==> config.mk <==
export PLATFORM = sky130hd
export DESIGN_NAME = prog_loader
export DESIGN_NICKNAME = d
export VERILOG_FILES = /design/src/rtl/prog_loader.sv
export SDC_FILE = /design/constraint.sdc
export NUM_CORES = 1
export LEC_CHECK = 0
export CAP_MARGIN = 20
export CORE_MARGIN = 10
export CORE_UTILIZATION = 55
export CTS_CLUSTER_SIZE = 30
export DETAILED_ROUTE_END_ITERATION = 16
export PLACE_DENSITY = 0.87
export SYNTH_ARGS = -nofsm -noshare
export SYNTH_HDL_FRONTEND = slang
export SYNTH_SLANG_ARGS = --single-unit
==> constraint.sdc <==
create_clock -name clk -period 4.3 [get_ports clk]
set_input_delay 0.645 -clock clk [delete_from_list [all_inputs] [get_ports clk]]
set_output_delay 0.645 -clock clk [all_outputs]
set_load 0.02 [all_outputs]
### Power grid, run 1

Bar = 20 microns. Pins as bars on the die edge.
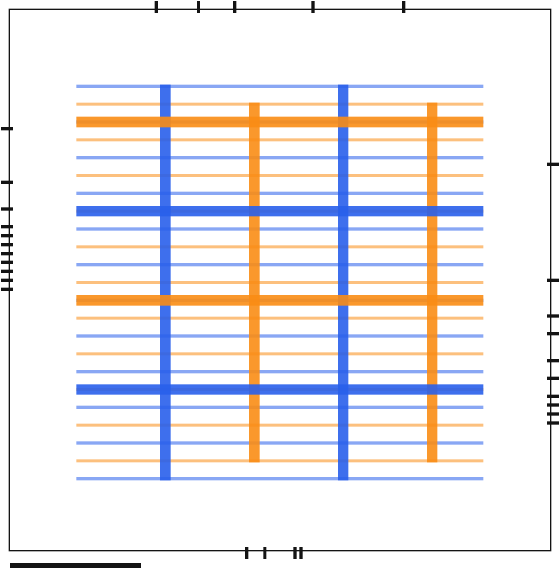
VSS -> blue
VDD -> orange
met4 straps = 4
signal pins = 30
met5 straps = 4
met1 rails = 23
rows = 22
core area: 0.00372 sq mm
VDD IR max: 0.000229 V
Die W: 82.4 microns
Die Ht: 82.4 microns

### Placed cells, one color a class, run 1

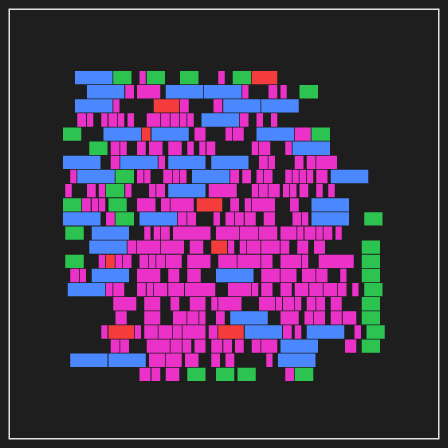
clock drivers and dummy loads -> red  # cells 8
remaining buffers and delay cells -> green  # cells 28
remaining logic cells -> magenta  # cells 216
registers -> blue  # cells 36
Final Instance Area: 0.00246 sq mm
fin util: 66.3%

### Clock network drawn from the DEF, run 1

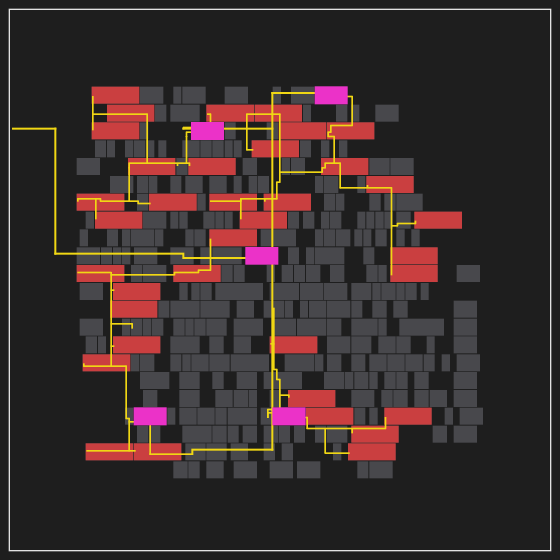
flip-flops -> red  # count 36
clock-net drivers -> magenta  # count 5
clock wires -> yellow  # length 450 microns
routed clock nets = 6
Latency at later pin: 300 ps
P_clk: 0.239 mW
skew final: 8.80 ps
power share of the clock group: 38.2%

==> results.yml, run 1 <==
# flow metrics
status:
  outcome: "finished, final reports clean"
timing:
  fin_crit_sh_pct: 63.0
  setup_tns_ps: 0
  tightest_slew_ps: 975
  rsz0062_at_grt: "no"
worst_setup_path:
  cp.depth: 8
  endpoint_kind: "register"
  cpPeakStageDelay_ps: 540
  crit_buf_inv: 1
  setup.worst_path.start_class: "input port"
  arrival_ps: 2920
  crit_type: "input port to register"
clock_tree:
  cts_tree: "yes"
  path_clk_slew_ps: 70
  hold_buffers: 0
  cts_buffers: 5
  htreeDepth: 2
pwr:
  powerSeq_mw: 0.335
  p_int_mw: 0.468
  comb_power_share_pct: 8.3
  powerComb_mw: 0.0521
  seq_power_share_pct: 53.5
drt:
  drt-met1-wl_microns: 2260
  wl_per_cell_microns: 15.8
  route.met3.wl_microns: 519
  wirelength_microns: 5310
  routed.top_layer: "met4"
  vias: 2022
synthesis:
  ys_cells: 268
  numSynthFlops: 36
  synth_top_cell_by_count: "nand2_1"
  synth-edff-count: 0
  ys_area_sq_mm: 0.00214
  floorplan.nets: 291
  avgSynthCellArea_sq_um: 7.98
  postSynthSeqShare_pct: 33.7
job:
  warning_count: 27
finish:
  fin_nets: 310
  fill_cells: 340
  lay_top_cells: "nand2_1 (45), dfxtp_1 (36), a21oi_1 (34), clkdlybuf4s50_1 (28), nor2_1 (19)"
global_route:
  grt_pass1_vias: 1930
  overflow: 0
die:
  rows: 22
min_path:
  hold_path_class: "register to register"
## run 1: stage by stage
stage / utilization (%) / instances
2_1_floorplan: - / 268
5_1_grt: 66.3 / 336
4_1_cts: 66.3 / 336
6_report: 66.3 / 336
3_5_place_dp: 64.0 / 328
3_3_place_gp: 64.0 / 328
## run 1: layout make-up
| type | instances | area (sq um) | area share [%] |
|---|---|---|---|
| multi-input combinational | 210 | 1290 | 52.5 |
| sequential | 36 | 721 | 29.2 |
| timing repair buffer | 28 | 280 | 11.4 |
| clock buffer | 5 | 68.8 | 2.79 |
| tap | 48 | 60.1 | 2.44 |
| inverter | 6 | 22.5 | 0.914 |
| clock inverter | 3 | 18.8 | 0.761 |
## run 1: metal layers
metal	vias to the layer above	track usage, %
li1	997	-
met1	945	20.5
met2	71	25.6
met3	9	5.51
met4	0	7.48
met5	-	0
## Run 2: what changed since run 1
--- a/config.mk
+++ b/config.mk
@@ -7,10 +7,10 @@
 export LEC_CHECK = 0
 export CAP_MARGIN = 20
 export CORE_MARGIN = 10
-export CORE_UTILIZATION = 55
+export CORE_UTILIZATION = 54
 export CTS_CLUSTER_SIZE = 30
 export DETAILED_ROUTE_END_ITERATION = 16
-export PLACE_DENSITY = 0.87
+export PLACE_DENSITY = 0.86
 export SYNTH_ARGS = -nofsm -noshare
 export SYNTH_HDL_FRONTEND = slang
 export SYNTH_SLANG_ARGS = --single-unit
==> constraint.sdc (replaced) <==
create_clock -name clk -period 2.7 [get_ports clk]
set_input_delay 0.405 -clock clk [delete_from_list [all_inputs] [get_ports clk]]
set_output_delay 0.405 -clock clk [all_outputs]
set_load 0.02 [all_outputs]
### Power grid, run 2

Bar = 20 microns. Pins as bars on the die edge.
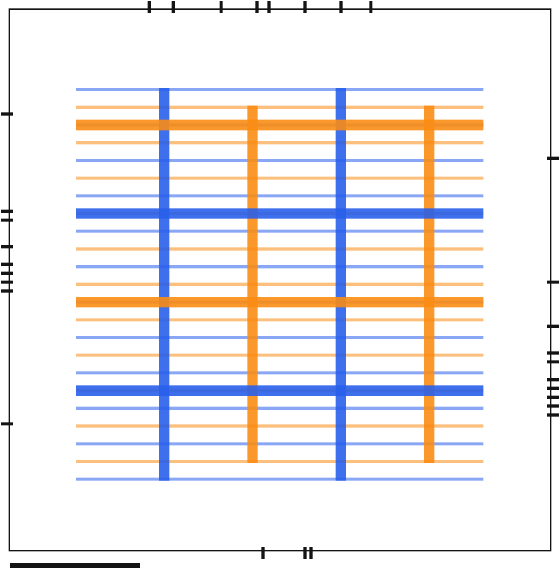
VDD -> orange
VSS -> blue
rows = 22
met5 straps = 4
met1 rails = 23
signal pins = 30
met4 straps = 4
Die W: 82.9 microns
Die Ht: 82.9 microns

==> run 2 against run 1 <==
  * Combinational power rose by 69%
  * Sequential power rose by 59%
  * Wire length fell by 0.11%
  * Synthesized area did not move
  * Die size rose by 1.4%
  * Cell area rose by 3.6%
  * Total power rose by 74%
  * First-iteration DRC count rose by 29%
  * Core utilization rose by 1.9 points
  * Non-clock buffer count rose by 9
  * Via count rose by 2.0%
  * Largest power group unchanged
==> results.yml, run 2 <==
# flow metrics
timing:
  fin_crit_sh_pct: 86.5
  rsz0062_at_grt: "no"
  setup_tns_ps: 0
  skew_ps: 6.72
synthesis:
  synth-edff-count: 0
  numSynthFlops: 36
  ys_cells: 268
  postSynthSeqShare_pct: 33.7
  floorplan.nets: 291
finish:
  fin_nets: 319
  layoutNonFillerInstCount: 345
  lay_top_cells: "nand2_1 (45), dfxtp_1 (36), a21oi_1 (34), clkdlybuf4s50_1 (28), nor2_1 (19)"
  fin_area_sq_mm: 0.00255
  fin_util_pct: 68.2
  fill_cells: 318
die:
  coreArea_sq_mm: 0.00374
  rows: 22
drt:
  vias: 2062
  wirelength_microns: 5310
  route.met3.wl_microns: 468
  wl_per_cell_microns: 15.4
worst_setup_path:
  crit_type: "input port to register"
  cpPeakStageDelay_ps: 450
  crit_buf_inv: 1
  endpoint_kind: "register"
  arrival_ps: 2550
  setup.worst_path.start_class: "input port"
clock_tree:
  clkLatencyLatePin_ps: 290
  path_clk_slew_ps: 70
  cts_buffers: 5
  cts_tree: "yes"
  htreeDepth: 2
  hold_buffers: 0
pwr:
  power_frac_clock_pct: 42.9
  p_int_mw: 0.845
  seq_power_share_pct: 49.0
  irDropWorstVdd_v: 0.000307
job:
  warning_count: 27
status:
  outcome: "finished, final reports clean"
global_route:
  grtUsageMet3_pct: 5.18
### Routing congestion map, run 2

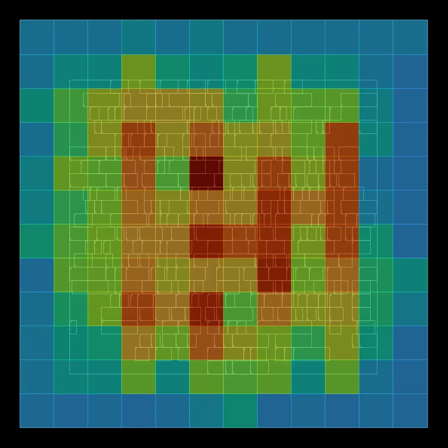
GR Layer Usage met2: 22.8%
GR Layer Usage met1: 19.2%
Total GRT Usage: 15.0%

==> run 2: power groups by stage <==
stage,combinational [mW],clock (mW),sequential (mW)
2_1_floorplan,0.0468,0,0.544
3_3_place_gp,0.0849,0,0.545
6_report,0.0881,0.466,0.533
3_5_place_dp,0.0861,0,0.545
5_1_grt,0.0953,0.492,0.533
4_1_cts,0.0867,0.475,0.533
==> run 2: final cells by class <==
type                       count  area, sq um  share of cell area [%]
timing repair buffer          37          348                    13.6
tap                           48         60.1                    2.35
multi-input combinational    210         1290                    50.7
clock buffer                   6         72.6                    2.84
inverter                       6         22.5                   0.882
sequential                    36          721                    28.2
clock inverter                 2         35.0                    1.37
==> run 2: kinds of logic after synthesis <==
logic type,Yosys count
fa+ha+maj,11
xor+xnor,2
other cells,1
compound gates,76
flops,36
simple gates,119
mux,1
buf+inv,22
Power figures rest on the tool's default switching activity, not on a simulated workload.
